### Layout detail

Bar = 10 µm. Region (17, 15) to (57, 55) µm. Cells in grey, sequential cells in the stronger grey; small squares are vias.
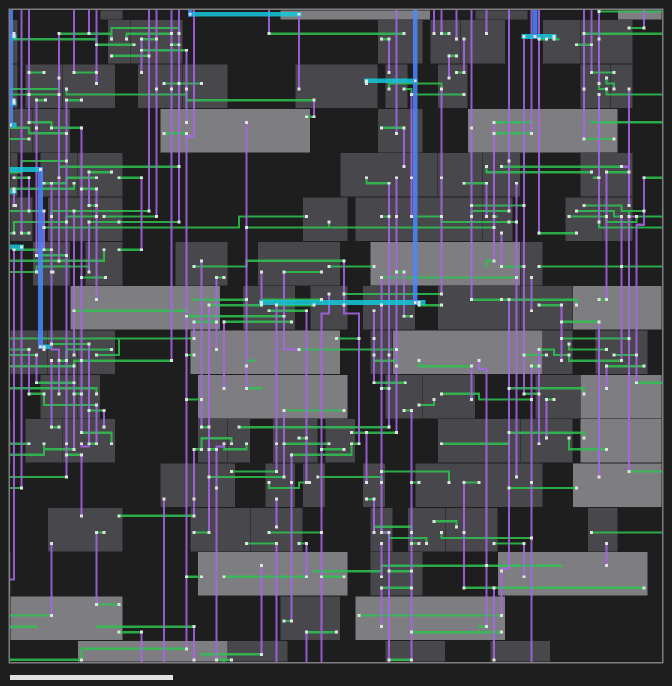
### Congestion heat map

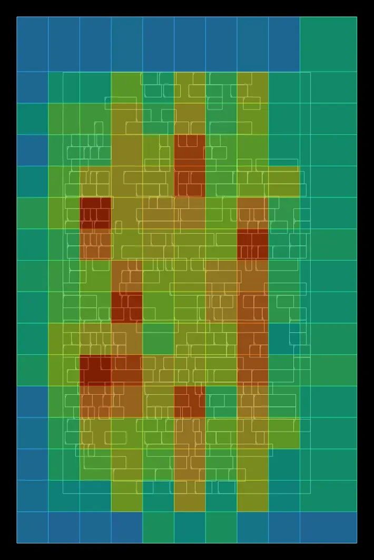
### Sizing map

Bar = 20 µm.
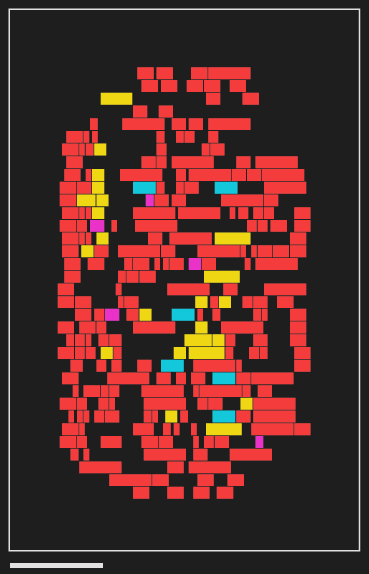
Design mc_ctrl, sky130hd; sources not shown.
==> flow_summary.yaml <==
# yosys + openroad results
status:
  outcome: "finished clean"
yosys:
  post_synth_instance_area_mm2: 0.00183
  fa_ha_area_share_pct: 1.37
  synthesis.nets: 212
  synth_area_leader_cell: "sky130_fd_sc_hd__dfrtp_1"
  netlist-cell-type-count: 32
  chip_area_yosys_mm2: 0.00183
  yosys_cells: 174
  post_synth_main_logic_family: "simple AND/OR/NAND/NOR gates"
  aoi_share_pct: 2.26
  async_reset_ff_share_pct: 100
  edf_count: 0
  yosys-top-cells-area: "sky130_fd_sc_hd__dfrtp_1 48%, sky130_fd_sc_hd__xnor2_1 11%, sky130_fd_sc_hd__nand3_1 3.8%"
  yosys_warnings: 0
  synth_dominant_cell_count: "sky130_fd_sc_hd__dfrtp_1"
  yosysTopAreaCellShare_pct: 48.0
  postSynthSeqShare_pct: 48.0
  muxShareOfSynthArea_pct: 0
  syn-instance-count: 174
global_routing:
  via_count_of_the_first_global_routing_pass: 1771
  grt.overflow.total: 0
  antenna_violations_before_repair: 0
  grt_first_pass_wirelength_mm: 8.14
  grt_max_degree: 30
sta:
  fin_worst_hold_slack_ns: 0.429
  grt_setup_unrepaired: "no"
  max-slew-margin-rel_pct: 65.5
  setup_total_negative_slack_ns: 0
  report.final.slew_viol_count: 0
  layout_worst_path_cycle_share_pct: 92.9
  tmin_final_ns: 2.90
  timing_worst_slew_pin_value_ns: 0.513
layout:
  flop_area_um2: 876
  final.fill_count: 455
  final_core_util_pct: 53.5
  instances_no_fill: 308
  drive_gt1_share_pct: 13.4
  largest_register_ff_count: 32
clock_network:
  cts_resized: 0
  clkTransAtPathRegs_ns: 0.07
  cts-buffers-inserted: 5
  cts.path.max_buffers: 2
  h_tree_lvls: 2
  clock_latency_ns: 0.28
  cts_num_sinks: 35
  post_cts_hold_fix_buffer_tally: 1
detailed_routing:
  wirelength_mm: 4.86
  drt_first_pass_iters: 4
  highest-signal-layer: "met4"
  met1Wirelength_mm: 1.68
  via_per_inst: 5.19
  avgRoutedWirePerCell_um: 15.8
  met3RoutedLength_um: 515
place:
  placed_cell_area_mm2: 0.00258
  placedCellCount: 300
  detailed_place_hpwl_mm: 3.83
power_and_ir_drop:
  p_switching_mw: 0.434
  power_leakage_nw: 1.20
  irDropWorstVdd_uv: 409
  cellPowerDensity_mw_per_mm2: 486
  seq_power_share_pct: 43.0
  swShare_pct: 33.3
die:
  fp-row-count: 34
  num_io_pins: 85
  die_area_mm2: 0.00862
  die_y_um: 116
  floorplan.core_area_mm2: 0.00502
critical_path:
  cp_common_cell: "sky130_fd_sc_hd__clkdlybuf4s50_1"
  cp-start-kind: "input port"
  r2r.worst_path.cells: 8
  critPathKind: "input port to primary output"
  timing.critical_path.to_type: "primary output"
  series_of_cell_instances_along_the_critical_path: "clkdlybuf4s50_1, or4_4, nor3b_4, buf_4, nand3_1, a31oi_1, clkdlybuf4s50_1"
run:
  max-cap-violations: 0
Back to the opening pictures, 'Layout detail':
colour	layer
cyan	M3
green	M1
blue	M4
purple	M2
sequential cells in the window	15
most frequent	dfrtp_1 (15), buf_4 (9)
cells with their middle in the window	90

Back to the opening pictures, 'Congestion heat map':
met2 track demand over resource: 20.6%
met1 Resource Use GR: 10.6%

Back to the opening pictures, 'Sizing map':
colour	size	cells	most used
cyan	x6 and larger	6	clkbuf_8
red	x1 and smaller	220	clkdlybuf4s50_1
magenta	x2	5	or3b_2
yellow	x3 and x4	23	buf_4
number of non-clock buffers in the layout: 75
post-route design area: 0.00269 mm²
synthesis-to-finish area growth: 47.1%
setup ws final: 0.223 ns

power by group through the flow:
| stage | Combinational, mW | Sequential (mW) | Clock (mW) |
|---|---|---|---|
| 2_1_floorplan | 0.168 | 0.604 | 0 |
| 3_3_place_gp | 0.412 | 0.569 | 0 |
| 3_5_place_dp | 0.419 | 0.570 | 0 |
| 4_1_cts | 0.423 | 0.561 | 0.338 |
| 5_1_grt | 0.455 | 0.570 | 0.359 |
| 6_report | 0.418 | 0.560 | 0.326 |
critical path, delay by kind of cell:
kind / cells / cell delay, ns
AND/OR/NAND/NOR: 3 / 0.89
buffers and inverters: 3 / 1.21
AND-OR/OR-AND: 1 / 0.17
area by class of cell:
cell class                      count  share of cell area, %
Multi-Input combinational cell    135                   35.0
Inverter                            2                  0.280
Timing Repair Buffer               75                   26.3
Clock inverter                      1                  0.186
Clock buffer                        6                   3.08
Sequential cell                    35                   32.6
Tap cell                           54                   2.52
layout by cell type (no fill, tap or decap), types with 5 or more instances in the layout:
| cell | n |
|---|---|
| sky130_fd_sc_hd__clkdlybuf4s50_1 | 57 |
| sky130_fd_sc_hd__dfrtp_1 | 35 |
| sky130_fd_sc_hd__xnor2_1 | 22 |
| sky130_fd_sc_hd__nor2_1 | 16 |
| sky130_fd_sc_hd__buf_4 | 16 |
| sky130_fd_sc_hd__nand2_1 | 15 |
| sky130_fd_sc_hd__nand3_1 | 14 |
| sky130_fd_sc_hd__nand4_1 | 11 |
| sky130_fd_sc_hd__and3_1 | 10 |
| sky130_fd_sc_hd__xor2_1 | 8 |
| sky130_fd_sc_hd__nor3_1 | 6 |
| sky130_fd_sc_hd__clkbuf_8 | 6 |
| sky130_fd_sc_hd__nor2b_1 | 5 |
Power and IR drop assume default switching activity.
